File: config.mk
export PLATFORM = sky130hd
export DESIGN_NAME = button_select_controller_flat
export DESIGN_NICKNAME = d
export VERILOG_FILES = /design/src/rtl/button_ctrl_pkg.sv /design/src/rtl/button_select_controller_if.sv /design/src/rtl/button_select_controller_debouncer.sv /design/src/rtl/button_select_controller.sv /design/src/flat_wrapper.sv
export SDC_FILE = /design/constraint.sdc
export NUM_CORES = 1
export LEC_CHECK = 0
export CORE_ASPECT_RATIO = 1.25
export CORE_MARGIN = 4
export CORE_UTILIZATION = 40
export CTS_BUF_LIST = sky130_fd_sc_hd__clkbuf_16
export DETAILED_ROUTE_END_ITERATION = 12
export GPL_TIMING_DRIVEN = 0
export SYNTH_ARGS = -nofsm -noshare
export SYNTH_HDL_FRONTEND = slang
export SYNTH_SLANG_ARGS = --single-unit
File: constraint.sdc
create_clock -name clk -period 7.31 [get_ports clk]
set_input_delay 1.0965 -clock clk [delete_from_list [all_inputs] [get_ports clk]]
set_output_delay 1.0965 -clock clk [all_outputs]
set_load 0.01 [all_outputs]
File: src/rtl/button_ctrl_pkg.sv
// Shared types and constants for the front-panel button select controller.
// Contents:
//   cfg_target_t - which filter-bank target a configuration request addresses
//   state_t      - configuration port FSM state
//   *_BASE       - first button index of each selection group
//   onehot_index - index of the set bit in a one-hot button vector
//   pick_grant   - round-robin choice among pending targets
package button_ctrl_pkg;

   typedef enum logic [1:0] {
      TGT_FREQ = 2'd0,
      TGT_LP   = 2'd1,
      TGT_HP   = 2'd2
   } cfg_target_t;

   typedef enum logic {
      IDLE = 1'b0,
      REQ  = 1'b1
   } state_t;

   localparam int FREQ_BASE   = 0;
   localparam int LP_BASE     = 8;
   localparam int HP_BASE     = 12;
   localparam int NUM_BUTTONS = 16;

   // Only meaningful for a one-hot input; callers gate on $onehot.
   function automatic logic [3:0] onehot_index(input logic [NUM_BUTTONS-1:0] v);
      logic [3:0] idx;
      idx = '0;
      for (int i = 0; i < NUM_BUTTONS; i++) begin
         if (v[i]) idx = 4'(i);
      end
      return idx;
   endfunction

   // First pending target at or after rr, in order freq -> lp -> hp -> freq.
   function automatic cfg_target_t pick_grant(input cfg_target_t rr, input logic [2:0] pend);
      case (rr)
         TGT_FREQ: return pend[0] ? TGT_FREQ : (pend[1] ? TGT_LP : TGT_HP);
         TGT_LP:   return pend[1] ? TGT_LP : (pend[2] ? TGT_HP : TGT_FREQ);
         default:  return pend[2] ? TGT_HP : (pend[0] ? TGT_FREQ : TGT_LP);
      endcase
   endfunction

   function automatic cfg_target_t rr_next(input cfg_target_t t);
      case (t)
         TGT_FREQ: return TGT_LP;
         TGT_LP:   return TGT_HP;
         default:  return TGT_FREQ;
      endcase
   endfunction

endpackage

File: src/rtl/button_select_controller_if.sv
// Configuration port between the button controller and the filter bank.
//   cfg_req    - request valid, held until accepted
//   cfg_target - 0=freq, 1=lowpass, 2=highpass
//   cfg_value  - selection value for cfg_target
//   cfg_ack    - accept; a transfer happens when cfg_req && cfg_ack
// master: controller side; slave: filter bank side.
interface button_select_controller_if;
   logic       cfg_req;
   logic [1:0] cfg_target;
   logic [2:0] cfg_value;
   logic       cfg_ack;

   modport master (output cfg_req, output cfg_target, output cfg_value, input cfg_ack);
   modport slave  (input cfg_req, input cfg_target, input cfg_value, output cfg_ack);
endinterface

File: src/rtl/button_select_controller_debouncer.sv
// Two-flop synchroniser plus debounce filter for a vector of raw buttons.
// A new vector is accepted once the synchronised input has matched the
// candidate for DEBOUNCE_CYCLES consecutive cycles.
// Ports:
//   clk, reset_n - clock, asynchronous active-low reset
//   raw_i        - asynchronous button levels
//   stable_o     - debounced button vector
module button_debouncer #(
   parameter int WIDTH           = 16,
   parameter int DEBOUNCE_CYCLES = 50000,
   parameter int CNT_W           = $clog2(DEBOUNCE_CYCLES + 1)
) (
   input  logic             clk,
   input  logic             reset_n,
   input  logic [WIDTH-1:0] raw_i,
   output logic [WIDTH-1:0] stable_o
);

   localparam logic [CNT_W-1:0] CNT_MAX = CNT_W'(DEBOUNCE_CYCLES);
   localparam logic [CNT_W-1:0] CNT_HIT = CNT_W'(DEBOUNCE_CYCLES - 1);

   logic [WIDTH-1:0] sync1_q, sync2_q, cand_q, stable_q, stable_d;
   logic [CNT_W-1:0] cnt_q, cnt_d;

   always_comb begin
      cnt_d    = cnt_q;
      stable_d = stable_q;
      if (sync2_q != cand_q) begin
         cnt_d = '0;
      end else begin
         if (cnt_q != CNT_MAX) cnt_d = cnt_q + CNT_W'(1);
         if (cnt_q == CNT_HIT) stable_d = cand_q;
      end
   end

   always_ff @(posedge clk or negedge reset_n) begin
      if (!reset_n) begin
         sync1_q  <= '0;
         sync2_q  <= '0;
         cand_q   <= '0;
         cnt_q    <= '0;
         stable_q <= '0;
      end else begin
         sync1_q  <= raw_i;
         sync2_q  <= sync1_q;
         cand_q   <= sync2_q;
         cnt_q    <= cnt_d;
         stable_q <= stable_d;
      end
   end

   assign stable_o = stable_q;

endmodule

File: src/rtl/button_select_controller.sv
// Front-panel controller for the 16 channel-strip selection buttons.
// Debounced single-button presses update the freq/lowpass/highpass
// selections; changed selections are sent to the filter bank over one
// shared req/ack port, round-robin across the three targets.
// Ports:
//   clk, reset_n     - clock, asynchronous active-low reset
//   buttons          - raw button levels, bit i high = pressed
//   freq_select      - frequency selection 0-7
//   lowpass_select   - lowpass selection 0-3
//   highpass_select  - highpass selection 0-3
//   cfg              - configuration port (master side)
//   busy             - request outstanding or update pending
module button_select_controller
   import button_ctrl_pkg::*;
#(
   parameter int DEBOUNCE_CYCLES = 50000,
   parameter int CNT_W           = $clog2(DEBOUNCE_CYCLES + 1)
) (
   input  logic                         clk,
   input  logic                         reset_n,
   input  logic [NUM_BUTTONS-1:0]       buttons,
   output logic [2:0]                   freq_select,
   output logic [2:0]                   lowpass_select,
   output logic [2:0]                   highpass_select,
   button_select_controller_if.master   cfg,
   output logic                         busy
);

   logic [NUM_BUTTONS-1:0] stable, stable_prev_q;
   logic                   press_vld;
   logic [3:0]             press_idx;
   cfg_target_t            press_tgt;
   logic [2:0]             press_val;

   logic [2:0]  freq_q, freq_d, lp_q, lp_d, hp_q, hp_d;
   logic [2:0]  set_mask, pend_q, pend_d;
   cfg_target_t rr_q, rr_d, tgt_q, tgt_d, grant_tgt;
   logic [2:0]  val_q, val_d;
   logic        req_q, req_d;
   state_t      state_q, state_d;

   button_debouncer #(
      .WIDTH           (NUM_BUTTONS),
      .DEBOUNCE_CYCLES (DEBOUNCE_CYCLES),
      .CNT_W           (CNT_W)
   ) u_debounce (
      .clk      (clk),
      .reset_n  (reset_n),
      .raw_i    (buttons),
      .stable_o (stable)
   );

   // Accept only a clean 0 -> one-hot step; chords and changes while any
   // button is still held never qualify.
   assign press_vld = (stable_prev_q == '0) && $onehot(stable);

   always_comb begin
      press_idx = onehot_index(stable);
      if (press_idx < 4'(LP_BASE)) begin
         press_tgt = TGT_FREQ;
         press_val = 3'(press_idx - 4'(FREQ_BASE));
      end else if (press_idx < 4'(HP_BASE)) begin
         press_tgt = TGT_LP;
         press_val = 3'(press_idx - 4'(LP_BASE));
      end else begin
         press_tgt = TGT_HP;
         press_val = 3'(press_idx - 4'(HP_BASE));
      end
   end

   always_comb begin
      freq_d   = freq_q;
      lp_d     = lp_q;
      hp_d     = hp_q;
      set_mask = 3'b000;
      if (press_vld) begin
         case (press_tgt)
            TGT_FREQ: begin freq_d = press_val; set_mask[0] = (press_val != freq_q); end
            TGT_LP:   begin lp_d   = press_val; set_mask[1] = (press_val != lp_q);   end
            default:  begin hp_d   = press_val; set_mask[2] = (press_val != hp_q);   end
         endcase
      end
   end

   always_comb begin
      state_d   = state_q;
      pend_d    = pend_q;
      rr_d      = rr_q;
      req_d     = req_q;
      tgt_d     = tgt_q;
      val_d     = val_q;
      grant_tgt = pick_grant(rr_q, pend_q);
      case (state_q)
         IDLE: begin
            if (pend_q != 3'b000) begin
               tgt_d   = grant_tgt;
               req_d   = 1'b1;
               state_d = REQ;
               case (grant_tgt)
                  TGT_FREQ: begin pend_d[0] = 1'b0; val_d = freq_q; end
                  TGT_LP:   begin pend_d[1] = 1'b0; val_d = lp_q;   end
                  default:  begin pend_d[2] = 1'b0; val_d = hp_q;   end
               endcase
            end
         end
         default: begin
            if (cfg.cfg_ack) begin
               req_d   = 1'b0;
               rr_d    = rr_next(tgt_q);
               state_d = IDLE;
            end
         end
      endcase
      // A fresh change beats a same-cycle grant so the newer value is re-sent.
      pend_d = pend_d | set_mask;
   end

   always_ff @(posedge clk or negedge reset_n) begin
      if (!reset_n) begin
         stable_prev_q <= '0;
         freq_q        <= '0;
         lp_q          <= '0;
         hp_q          <= '0;
         pend_q        <= 3'b111;
         rr_q          <= TGT_FREQ;
         tgt_q         <= TGT_FREQ;
         val_q         <= '0;
         req_q         <= 1'b0;
         state_q       <= IDLE;
      end else begin
         stable_prev_q <= stable;
         freq_q        <= freq_d;
         lp_q          <= lp_d;
         hp_q          <= hp_d;
         pend_q        <= pend_d;
         rr_q          <= rr_d;
         tgt_q         <= tgt_d;
         val_q         <= val_d;
         req_q         <= req_d;
         state_q       <= state_d;
      end
   end

   assign freq_select     = freq_q;
   assign lowpass_select  = lp_q;
   assign highpass_select = hp_q;
   assign cfg.cfg_req     = req_q;
   assign cfg.cfg_target  = tgt_q;
   assign cfg.cfg_value   = val_q;
   assign busy            = req_q | (|pend_q);

endmodule

File: src/flat_wrapper.sv
// flat-port wrapper written by rule: the top's interface ports become plain ports
module button_select_controller_flat import button_ctrl_pkg::*;
#(
   parameter int DEBOUNCE_CYCLES = 50000,
   parameter int CNT_W           = $clog2(DEBOUNCE_CYCLES + 1)
)
  (clk, reset_n, buttons, freq_select, lowpass_select, highpass_select, busy, cfg_cfg_req, cfg_cfg_target, cfg_cfg_value, cfg_cfg_ack);
  button_select_controller_if cfg_i ();
  input  logic clk;
  input  logic reset_n;
  input  logic [NUM_BUTTONS-1:0] buttons;
  output logic [2:0] freq_select;
  output logic [2:0] lowpass_select;
  output logic [2:0] highpass_select;
  output logic busy;
  output wire logic [$bits(cfg_i.cfg_req)-1:0] cfg_cfg_req;
  output wire logic [$bits(cfg_i.cfg_target)-1:0] cfg_cfg_target;
  output wire logic [$bits(cfg_i.cfg_value)-1:0] cfg_cfg_value;
  input wire logic [$bits(cfg_i.cfg_ack)-1:0] cfg_cfg_ack;
  assign cfg_cfg_req = cfg_i.cfg_req;
  assign cfg_cfg_target = cfg_i.cfg_target;
  assign cfg_cfg_value = cfg_i.cfg_value;
  assign cfg_i.cfg_ack = cfg_cfg_ack;
  button_select_controller #(.DEBOUNCE_CYCLES(DEBOUNCE_CYCLES), .CNT_W(CNT_W)) u_core (.clk(clk), .reset_n(reset_n), .buttons(buttons), .freq_select(freq_select), .lowpass_select(lowpass_select), .highpass_select(highpass_select), .cfg(cfg_i), .busy(busy));
endmodule
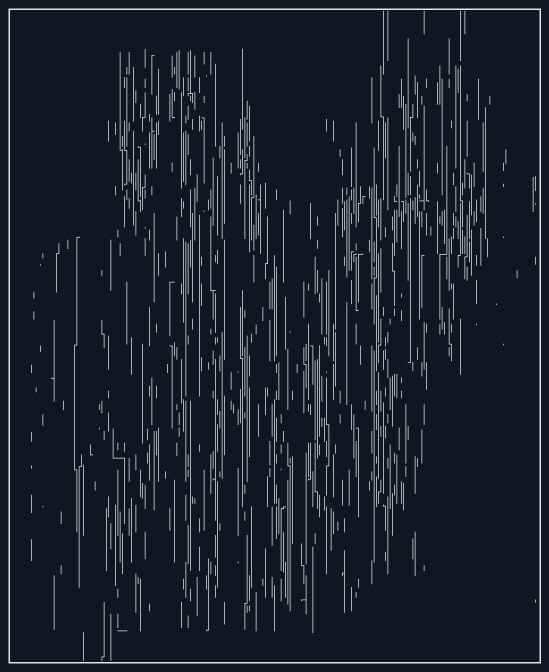
layer_met2.png
The layer carries 4330 um of wire. The layer holds 51% of the routed length. 434 nets have wire on it.
total wire length after detailed routing: 8574 um
via total after detailed routing: 3038
routing usage on met2: 22.48%

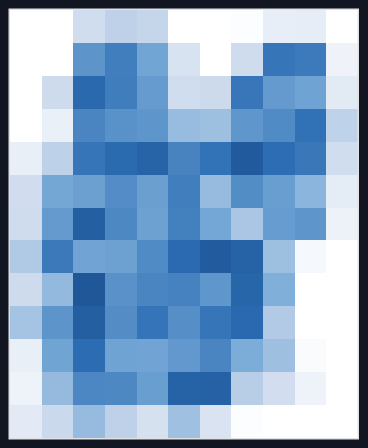
cell_density.png
11 x 13 tiles, from white (low) to dark blue (high), 0 to 100% covered.
The emptiest ninth of the die: south-east. The fullest tile reaches 84%. The densest ninth of the die: center. The mean over all tiles is 41%. 15% of the tiles are nearly empty. 11% of the tiles are over 75% full.
total core area: 12110 um^2
Init Core Util: 40.76%
utilization after layout: 49.90%

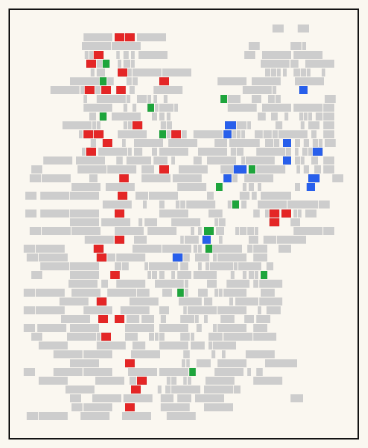
logic_types.png
Blue stands for AND-OR and OR-AND gates, cells 12, most used o21a_1. Red stands for XOR/XNOR gates, cells 34, most used xor2_1. Green stands for AND and OR gates, cells 14, most used and3_1.
most common library cell in the layout ignoring fill and taps: sky130_fd_sc_hd__dfrtp_1
Layout Cells excl Fill: 637
fraction of area in multi-input gates: 30.59%

==> results.tsv <==
stage	metric	value	unit
run_status	run_status	completed	
setup_path	cp.buffers_inverters	2	
setup_path	path_cells	ha_1, inv_1, fa_1, fa_1, fa_1, inv_1, fa_1, ha_1, fa_1, nor4_1, nand3_1, nor4b_1, mux2_2	
pwr	seq_power_share	46.7	%
synth	synth_flop_count	117	
pwr	totalPowerFinal	1.437	mW
global_routing	grt_max_degree	97	
final_timing	max_frequency	0.1879	GHz
final_timing	hold_slack	0.3428	ns
run	maxCapViolations	0	
pwr	irDropWorstVdd	0.0001577	V
place	pre_cts_slack	1.986	ns
setup_path	endpoint_kind	flip-flop	
clock_tree	cts_resized	0	
pwr	p_leak	2.759	nW
synth	synthDominantAreaCellType	sky130_fd_sc_hd__dfrtp_1	
finish	area_growth	22.41	%
finish	combGateArea	1848	um^2
final_timing	tightestPinTransition	0.9191	ns
clock_tree	cts_tree	built	
synth	avgSynthCellArea	12.12	um^2
final_timing	final_period_minus_worst_setup_slack	5.322	ns
min_path	worst_hold_path_type	flip-flop to flip-flop	
synth	synth_area	4935	um^2
setup_path	cp_slowest_stage_delay	0.83	ns
synth	share_of_the_synthesized_area_in_the_top_cell_type	57.81	%
setup_path	cell_depth_of_the_worst_flop_to_flop_path	13	
place	dp.final_hpwl	6205	um
routing	dr.pass1.iters	4	
final_timing	fin_skew	0.007066	ns
floorplan	die_area	14190	um^2
synth	async_reset_ff_share	100.0	%
clock_tree	post-cts-setup-buffers	0	
clock_tree	cts-hold-fix-buffers	0	
clock_tree	clk_latency	0.41	ns
synth	simple_gate_area_share	12.37	%
finish	nNetsFinal	509	
setup_path	critical_path.reg2reg.endpoint	u_core.freq_select[2]$_DFFE_PN0P_	
pwr	power_top_consumer	the clock network	
finish	num_antenna_cells	0	
clock_tree	clkTransAtPathRegs	0.06	ns
setup_path	critical_path_depth	13	
finish	final_layout_size_suffix_gt1_share	10.78	%
routing	ant_nets	0	
final_timing	post_route_setup_tns	0	ns
synth	synthDistinctLibCells	47	
pwr	power.net_switching	0.3266	mW
setup_path	crit_path_frequent_cell	sky130_fd_sc_hd__fa_1	
setup_path	rrSetupSlack	1.99	ns
synth	area_share_of_and_or_or_and_cells_after_synthesis	6.618	%
clock_tree	clk_path_buf_depth	2	
run	warnings	30	
global_routing	grt_pass1_wl	15210	um
setup_path	worstSetupStartpointType	flip-flop	
setup_path	cp_slowest_cell	sky130_fd_sc_hd__nor4b_1	
pwr	switching_share	22.73	%
routing	post-route-drc-count	0	
synth	topCombFamilyByArea	simple AND/OR/NAND/NOR gates	
finish	highest_count_cells_in_the_layout_ignoring_fill_and_taps	sky130_fd_sc_hd__dfrtp_1, sky130_fd_sc_hd__nor2_1, sky130_fd_sc_hd__inv_1, sky130_fd_sc_hd__clkdlybuf4s50_1, sky130_fd_sc_hd__xor2_1	
pwr	powerComb	0.0350	mW
final_timing	final_number_of_setup_violating_endpoints	0	
final_timing	grt_setup_unrepaired	no	
synth	syn-instance-count	407	
setup_path	setup.worst_path.end	u_core.freq_select[2]$_DFFE_PN0P_	
setup_path	crit_path_max_fanout	6	
min_path	min_from	u_core.u_debounce.sync1_q[11]$_DFF_PN0_	
final_timing	timing.max_slew.rel_slack	37.86	%
final_timing	maxSlewViolCount	0	
setup_path	critical_path.startpoint	u_core.u_debounce.stable_o[14]$_DFFE_PN0P_	
floorplan	die_x	107.3	um
min_path	hold-path-endpoint	u_core.u_debounce.sync2_q[11]$_DFF_PN0_	
clock_tree	clk_root_buffer_cell	sky130_fd_sc_hd__clkbuf_16	
clock_tree	clkSinkCount	117	
clock_tree	htree_levels	4	
synth	yosys-mux-area-fraction	3.398	%
final_timing	worst_slack	1.988	ns
setup_path	cp.required	7.60	ns
floorplan	number_of_top_level_pins	35	
pwr	powerDensity	237.9	nW/um^2
floorplan	dieHeight	132.2	um
global_routing	global_route.overflow_total	0	
global_routing	grt_pass1_vias	3176	
place	gp_congestion	0.7956	
setup_path	arrival	5.61	ns
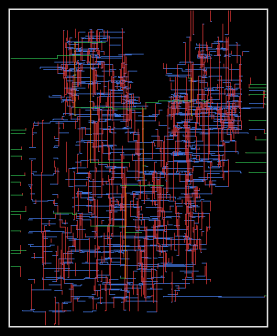
wires.png
Blue stands for metal 1, wire length 3780 um. Green stands for metal 3, wire length 300 um. Orange stands for metal 4, wire length 162 um. Red stands for metal 2, wire length 4330 um.
Tot GR Track Use: 13.67%
Wirelength per Cell: 13.46 um

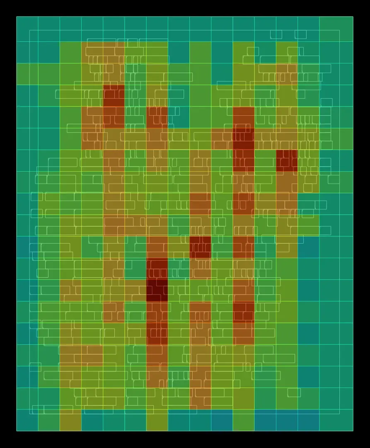
congestion.png
most crowded layer after global routing: met2
met1 demand-to-capacity share in global routing: 16.47%

[cells in the mapped netlist, types with 2 or more instances]
library cell,instances
sky130_fd_sc_hd__nand4_1,3
sky130_fd_sc_hd__a21oi_1,12
sky130_fd_sc_hd__ha_1,18
sky130_fd_sc_hd__xnor2_1,6
sky130_fd_sc_hd__a22oi_1,3
sky130_fd_sc_hd__mux2_1,6
sky130_fd_sc_hd__dfrtp_1,114
sky130_fd_sc_hd__clkbuf_1,3
sky130_fd_sc_hd__nor2_1,39
sky130_fd_sc_hd__fa_1,11
sky130_fd_sc_hd__a31oi_1,4
sky130_fd_sc_hd__xor2_1,28
sky130_fd_sc_hd__nand2_1,24
sky130_fd_sc_hd__inv_1,34
sky130_fd_sc_hd__nor2b_1,3
sky130_fd_sc_hd__nand3_1,14
sky130_fd_sc_hd__o21a_1,6
sky130_fd_sc_hd__nor4b_1,2
sky130_fd_sc_hd__and2_1,3
sky130_fd_sc_hd__nand2b_1,6
sky130_fd_sc_hd__nor3_1,6
sky130_fd_sc_hd__nor4_1,10
sky130_fd_sc_hd__and3_1,5
sky130_fd_sc_hd__dfstp_2,3
sky130_fd_sc_hd__or2_2,3
sky130_fd_sc_hd__mux2_2,8
sky130_fd_sc_hd__o21ai_0,12
sky130_fd_sc_hd__or3_1,2
[routing by layer]
metal	global-route usage (%)	vias to the layer above	share of wire [%]	routed length, um
met5	0	-	0	0
li1	-	1487	-	-
met1	16.47	1487	44	3779
met3	3.871	16	3.5	299
met2	22.48	48	51	4333
met4	6.526	0	1.9	161
[cell type report]
class	count	area share, %
Buffer	5	0.4557
Tap cell	164	3.397
Inverter	34	2.113
Sequential cell	117	48.53
Clock inverter	14	1.761
Multi-Input combinational cell	251	30.59
Timing Repair Buffer	35	6.110
Clock buffer	17	7.042
Power and IR drop assume default switching activity.
